Run 1, clock wiring as the flow saved it:
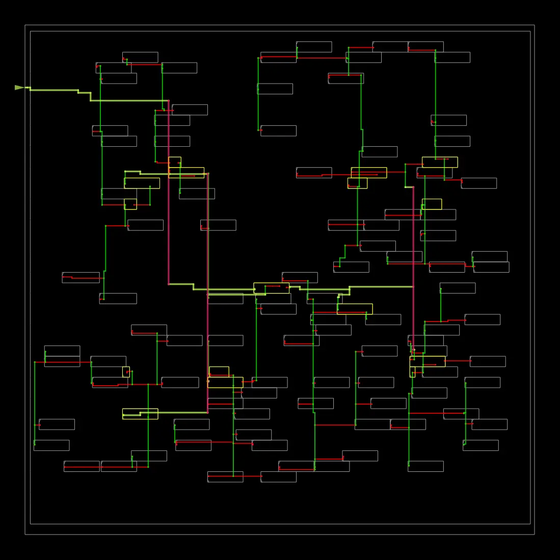
Run 1, wiring by layer:
Scale bar: 50 um.
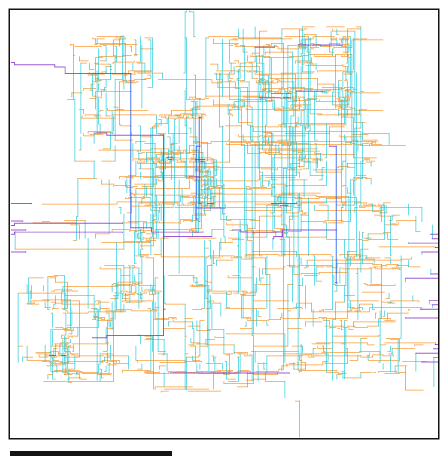
Run 1, clock distribution:
Scale bar: 50 um.
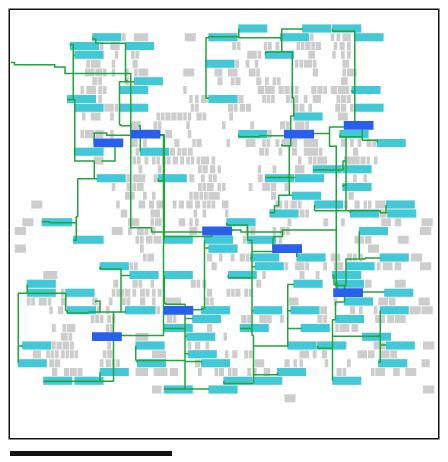
==> src/rtl/uart_rom_loader.sv <==
// UART-to-hack_soc ROM loader: receives a word count plus 16-bit words (high byte first) and hands them over with a 4-phase sck/ack strobe.
// Define UART_LOADER_CHECKSUM_EN to expect a trailing XOR byte covering both count bytes and every word byte.
module uart_rom_loader #(
    parameter int CLKS_PER_BIT = 434,
    parameter int DATA_WIDTH   = 16,
    parameter int ACK_TIMEOUT  = 1023
) (
    input  logic                  clk,
    input  logic                  reset_n,
    input  logic                  run,
    input  logic                  uart_rx,
    input  logic                  rom_loader_ack,
    output logic                  rom_loader_load,
    output logic                  rom_loader_sck,
    output logic [DATA_WIDTH-1:0] rom_loader_data,
    output logic                  done_loading,
    output logic                  busy,
    output logic                  error
);

    localparam int CW = $clog2(CLKS_PER_BIT);
    localparam int AW = $clog2(ACK_TIMEOUT + 1);
    localparam logic [CW-1:0] FULL_CNT = CW'(CLKS_PER_BIT - 1);
    localparam logic [CW-1:0] HALF_CNT = CW'(CLKS_PER_BIT / 2 - 1);
    localparam logic [AW-1:0] ACK_MAX  = AW'(ACK_TIMEOUT);

    typedef enum logic [1:0] {RX_IDLE, RX_START, RX_DATA, RX_STOP} rx_state_t;

    typedef enum logic [3:0] {
        IDLE, CNT_HI, CNT_LO, W_HI, W_LO, STROBE, RELEASE, DONE, ERR
`ifdef UART_LOADER_CHECKSUM_EN
        , CHK
`endif
    } state_t;

`ifdef UART_LOADER_CHECKSUM_EN
    localparam state_t AFTER_LAST = CHK;
`else
    localparam state_t AFTER_LAST = DONE;
`endif

    logic            rx_meta, rx_sync, rx_prev;
    rx_state_t       rx_state, rx_next;
    logic [CW-1:0]   rx_cnt;
    logic [2:0]      rx_bit;
    logic [7:0]      rx_shift;
    logic            rx_tick, rx_byte_done, rx_frame_err;

    state_t          state, state_next;
    logic [7:0]      byte_buf, cnt_hi, word_hi;
    logic            byte_valid, byte_take, wants_byte, session, overrun;
    logic [15:0]     remaining;
    logic [15:0]     data_reg;
    logic [AW-1:0]   ack_cnt;
`ifdef UART_LOADER_CHECKSUM_EN
    logic [7:0]      checksum;
`endif

    // rx_prev is the third stage, used only to spot the falling edge of the start bit
    always_ff @(posedge clk or negedge reset_n) begin
        if (!reset_n) begin
            rx_meta <= 1'b1;
            rx_sync <= 1'b1;
            rx_prev <= 1'b1;
        end else begin
            rx_meta <= uart_rx;
            rx_sync <= rx_meta;
            rx_prev <= rx_sync;
        end
    end

    always_comb begin
        rx_next      = rx_state;
        rx_tick      = (rx_state == RX_START) ? (rx_cnt == HALF_CNT) : (rx_cnt == FULL_CNT);
        rx_byte_done = 1'b0;
        rx_frame_err = 1'b0;
        case (rx_state)
            RX_IDLE:  if (rx_prev && !rx_sync) rx_next = RX_START;
            RX_START: if (rx_tick) rx_next = rx_sync ? RX_IDLE : RX_DATA;
            RX_DATA:  if (rx_tick && rx_bit == 3'd7) rx_next = RX_STOP;
            RX_STOP: begin
                if (rx_tick) begin
                    rx_next      = RX_IDLE;
                    rx_byte_done = rx_sync;
                    rx_frame_err = !rx_sync;
                end
            end
            default:  rx_next = RX_IDLE;
        endcase
    end

    // rx_bit wraps back to zero after the eighth data bit, so it needs no explicit clear
    always_ff @(posedge clk or negedge reset_n) begin
        if (!reset_n) begin
            rx_state <= RX_IDLE;
            rx_cnt   <= '0;
            rx_bit   <= '0;
            rx_shift <= '0;
        end else begin
            rx_state <= rx_next;
            rx_cnt   <= (rx_state == RX_IDLE || rx_tick) ? '0 : rx_cnt + 1'b1;
            if (rx_state == RX_DATA && rx_tick) begin
                rx_shift <= {rx_sync, rx_shift[7:1]};
                rx_bit   <= rx_bit + 1'b1;
            end
        end
    end

    assign session   = (state != IDLE) && (state != DONE) && (state != ERR);
    assign byte_take = wants_byte && byte_valid;
    assign overrun   = rx_byte_done && byte_valid && !byte_take;

    always_comb begin
        state_next = state;
        wants_byte = 1'b0;
        case (state)
            IDLE:    if (run) state_next = CNT_HI;
            CNT_HI: begin
                wants_byte = 1'b1;
                if (byte_valid) state_next = CNT_LO;
            end
            CNT_LO: begin
                wants_byte = 1'b1;
                if (byte_valid) state_next = ({cnt_hi, byte_buf} == 16'd0) ? AFTER_LAST : W_HI;
            end
            W_HI: begin
                wants_byte = 1'b1;
                if (byte_valid) state_next = W_LO;
            end
            W_LO: begin
                wants_byte = 1'b1;
                if (byte_valid) state_next = STROBE;
            end
            STROBE: begin
                if (rom_loader_ack)          state_next = RELEASE;
                else if (ack_cnt == ACK_MAX) state_next = ERR;
            end
            RELEASE: begin
                if (!rom_loader_ack)         state_next = (remaining == 16'd1) ? AFTER_LAST : W_HI;
                else if (ack_cnt == ACK_MAX) state_next = ERR;
            end
`ifdef UART_LOADER_CHECKSUM_EN
            CHK: begin
                wants_byte = 1'b1;
                if (byte_valid) state_next = (byte_buf == checksum) ? DONE : ERR;
            end
`endif
            DONE, ERR: if (!run) state_next = IDLE;
            default:   state_next = IDLE;
        endcase
        // Dropping run wins over any error raised in the same cycle
        if (session) begin
            if (!run)                          state_next = IDLE;
            else if (rx_frame_err || overrun)  state_next = ERR;
        end
    end

    always_ff @(posedge clk or negedge reset_n) begin
        if (!reset_n) state <= IDLE;
        else          state <= state_next;
    end

    // The ack watchdog restarts on every state change, so each handshake phase gets its own budget
    always_ff @(posedge clk or negedge reset_n) begin
        if (!reset_n) begin
            byte_buf   <= '0;
            byte_valid <= 1'b0;
            cnt_hi     <= '0;
            word_hi    <= '0;
            remaining  <= '0;
            data_reg   <= '0;
            ack_cnt    <= '0;
        end else begin
            if (!session) begin
                byte_valid <= 1'b0;
            end else if (rx_byte_done) begin
                byte_buf   <= rx_shift;
                byte_valid <= 1'b1;
            end else if (byte_take) begin
                byte_valid <= 1'b0;
            end
            ack_cnt <= (state_next != state) ? '0 : ack_cnt + 1'b1;
            if (byte_take) begin
                case (state)
                    CNT_HI:  cnt_hi    <= byte_buf;
                    CNT_LO:  remaining <= {cnt_hi, byte_buf};
                    W_HI:    word_hi   <= byte_buf;
                    W_LO:    if (state_next == STROBE) data_reg <= {word_hi, byte_buf};
                    default: ;
                endcase
            end
            if (state == RELEASE && !rom_loader_ack) remaining <= remaining - 16'd1;
        end
    end

`ifdef UART_LOADER_CHECKSUM_EN
    always_ff @(posedge clk or negedge reset_n) begin
        if (!reset_n)                       checksum <= '0;
        else if (state == IDLE)             checksum <= '0;
        else if (byte_take && state != CHK) checksum <= checksum ^ byte_buf;
    end
`endif

    assign rom_loader_load = session;
    assign busy            = session;
    assign rom_loader_sck  = (state == STROBE);
    assign done_loading    = (state == DONE);
    assign error           = (state == ERR);
    assign rom_loader_data = data_reg;

endmodule

==> config.mk <==
export PLATFORM = sky130hd
export DESIGN_NAME = uart_rom_loader
export DESIGN_NICKNAME = d
export VERILOG_FILES = /design/src/rtl/uart_rom_loader.sv
export SDC_FILE = /design/constraint.sdc
export NUM_CORES = 1
export LEC_CHECK = 0
export ABC_AREA = 1
export ABC_CLOCK_PERIOD_IN_PS = 4600
export CORE_MARGIN = 1
export CORE_UTILIZATION = 28
export DETAILED_ROUTE_END_ITERATION = 8
export PLACE_DENSITY = 0.43
export SYNTH_ARGS = -nofsm -noshare
export SYNTH_HDL_FRONTEND = slang
export SYNTH_SLANG_ARGS = --single-unit
export TNS_END_PERCENT = 5
==> constraint.sdc <==
create_clock -name clk -period 4.6 [get_ports clk]
set_clock_uncertainty 0.05 [all_clocks]
set_input_delay 0.92 -clock clk [delete_from_list [all_inputs] [get_ports clk]]
set_output_delay 0.92 -clock clk [all_outputs]
set_load 0.01 [all_outputs]
==> metrics.csv, run 1 <==
stage;metric;value;unit
grt;GRT met2 Usage;21.5;%
clock_tree;Reg clk slew, reported paths;0.06;ns
drt;Iter 0 DRT Violations;221;
synthesis;adder share;1.58;%
final_layout;dominant class by area;sequential cells;
power_and_ir_drop;static leakage;0.00251;uW
power_and_ir_drop;sequential power;950;uW
final_layout;inverters;77;
drt;Vias/cell;4.50;
worst_setup_path;CP most frequent cell;nand2_1;
synthesis;MUX area fraction;0.712;%
synthesis;Yosys Instances;567;
final_layout;filler instances;1757;
drt;DR top layer;met4;
final_timing;hold_ws;0.308;ns
synthesis;Compound Share, Synth;11.4;%
final_layout;Finished Core Util;33.1;%
clock_tree;cts bufs inserted;9;
floorplan;row count;47;
drt;DRT met1 WL;5040;um
final_layout;MI comb cells;381;
synthesis;top_reg_cell synth;dfrtp_1;
worst_setup_path;Critical Path Start;rom_loader_ack;
run_status;outcome;complete, no violations;
worst_setup_path;Top Family by Delay on Critical Path;simple AND/OR/NAND/NOR gates;
final_timing;Finish-stage setup viols;0;
final_layout;Design Area, Final;5480;sq um
run;MaxCap Viol Count;0;
worst_setup_path;Crit. path cell count;10;
worst_setup_path;Setup Crit Path Kind;in -> reg;
power_and_ir_drop;peak supply drop;0.196;mV
power_and_ir_drop;Sequential Power Share;47.8;%
final_layout;Sequential cell area;2410;sq um
synthesis;top-area cell type share of the netlist area;49.1;%
final_layout;Comb area;1970;sq um
grt;vias in the first global route;3685;
power_and_ir_drop;Int Pwr;1420;uW
synthesis;top cells by count;nand2_1, dfrtp_1, inv_1;
drt;DR DRC count;0;
place;number of port buffers;25;
worst_setup_path;crit start category;primary input;
Notes on 'clock wiring as the flow saved it' above:
FFs & Latches: 96
clock sink count: 96
clk ins delay skew pair: 0.35 ns
CLK BUF: 13

Notes on 'wiring by layer' above:
Key: met1 = orange [wire length 5,040 um]; met3 = purple [wire length 432 um]; met4 = blue [wire length 201 um]; met2 = cyan [wire length 4,840 um]
gr usage total: 13.3%
routed via count: 3,674
wire length per cell: 12.9 um
WL final: 10,500 um

Notes on 'clock distribution' above:
Key: clock wires = green [length 1,350 um]; flip-flops = cyan [count 96]; cells driving clock nets = blue [count 9]
Position of the flops: spread over the die. There are 10 routed clock nets.

==> run 1 -> run 2 <==
--- a/config.mk
+++ b/config.mk
@@ -6,11 +6,11 @@
 export NUM_CORES = 1
 export LEC_CHECK = 0
 export ABC_AREA = 1
-export ABC_CLOCK_PERIOD_IN_PS = 4600
+export ABC_CLOCK_PERIOD_IN_PS = 2760
 export CORE_MARGIN = 1
 export CORE_UTILIZATION = 28
 export DETAILED_ROUTE_END_ITERATION = 8
-export PLACE_DENSITY = 0.43
+export PLACE_DENSITY = 0.45
 export SYNTH_ARGS = -nofsm -noshare
 export SYNTH_HDL_FRONTEND = slang
 export SYNTH_SLANG_ARGS = --single-unit
==> constraint.sdc (replaced) <==
create_clock -name clk -period 2.76 [get_ports clk]
set_clock_uncertainty 0.05 [all_clocks]
set_input_delay 0.552 -clock clk [delete_from_list [all_inputs] [get_ports clk]]
set_output_delay 0.552 -clock clk [all_outputs]
set_load 0.01 [all_outputs]
==> run 2 against run 1 <==
  * Register-to-register slack got worse by 1.4 ns
  * Final area rose by 1.9%
  * Highest routed layer unchanged
  * Synthesized cell count did not move
  * Critical path type is now reg -> out
==> metrics.csv, run 2 <==
stage;metric;value;unit;change
drt;wire length per cell;13.0;um;+1.2%
drt;DRT met1 WL;5350;um;+6.2%
power_and_ir_drop;sequential power;1580;uW;+66%
final_layout;Finished Core Util;33.7;%;+0.63 points
final_layout;CLK BUF;11;;-2
grt;gr usage total;13.4;%;+0.075 points
worst_setup_path;CP most frequent cell;nand2_1;;
synthesis;adder share;1.58;%;unchanged
final_layout;Design Area, Final;5590;sq um;+1.9%
run;MaxCap Viol Count;0;;unchanged
synthesis;Compound Share, Synth;11.4;%;unchanged
drt;Vias/cell;4.49;;-0.35%
synthesis;top-area cell type share of the netlist area;49.1;%;unchanged
grt;vias in the first global route;3710;;+0.68%
synthesis;Yosys Instances;567;;unchanged
grt;GRT met2 Usage;21.3;%;-0.21 points
synthesis;MUX area fraction;0.712;%;unchanged
final_layout;Comb area;1970;sq um;unchanged
worst_setup_path;Setup Crit Path Kind;reg -> out;;
clock_tree;clock sink count;96;;unchanged
clock_tree;clk ins delay skew pair;0.36;ns;about the same
worst_setup_path;crit start category;register;;
run_status;outcome;complete, no violations;;
final_layout;filler instances;1774;;+0.97%
final_layout;dominant class by area;sequential cells;;
drt;Iter 0 DRT Violations;223;;+0.90%
Run 2, clock distribution:
Scale bar: 50 um.
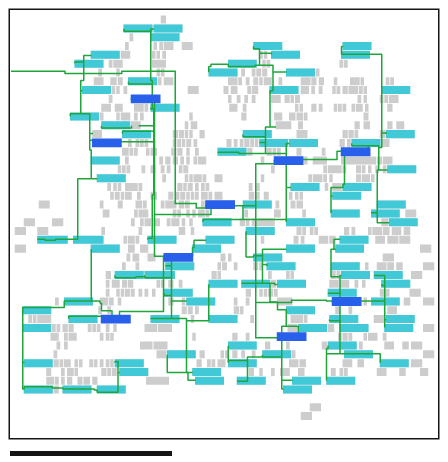
Key: clock wires = green [length 1,370 um]; flip-flops = cyan [count 96]; cells driving clock nets = blue [count 9]
There are 10 routed clock nets.

Run 2, pin map:
Pins as bars across the die edge, other pins in grey.
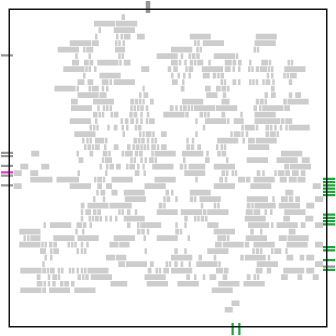
Key: done_loading = magenta [pins 1, direction output, edge west]; rom_loader_data = green [pins 16, direction output, edge 14 east, 2 south]
All pins by edge: 15 east, 7 west, 2 north, 2 south.

Run 2, clock wiring as the flow saved it:
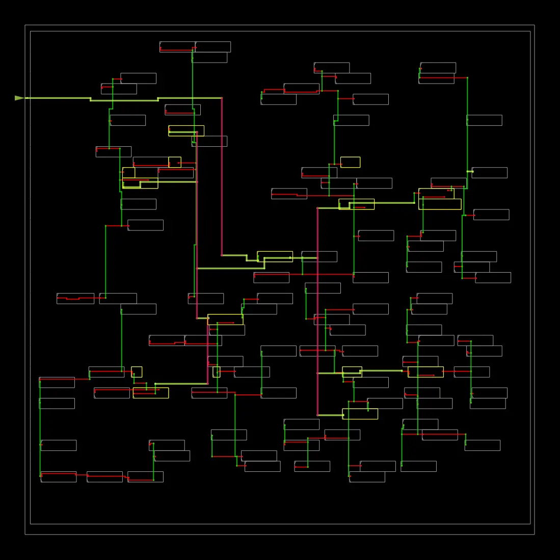
Clk power: 1320 uW
cts bufs inserted: 9

Power and IR drop assume default switching activity.
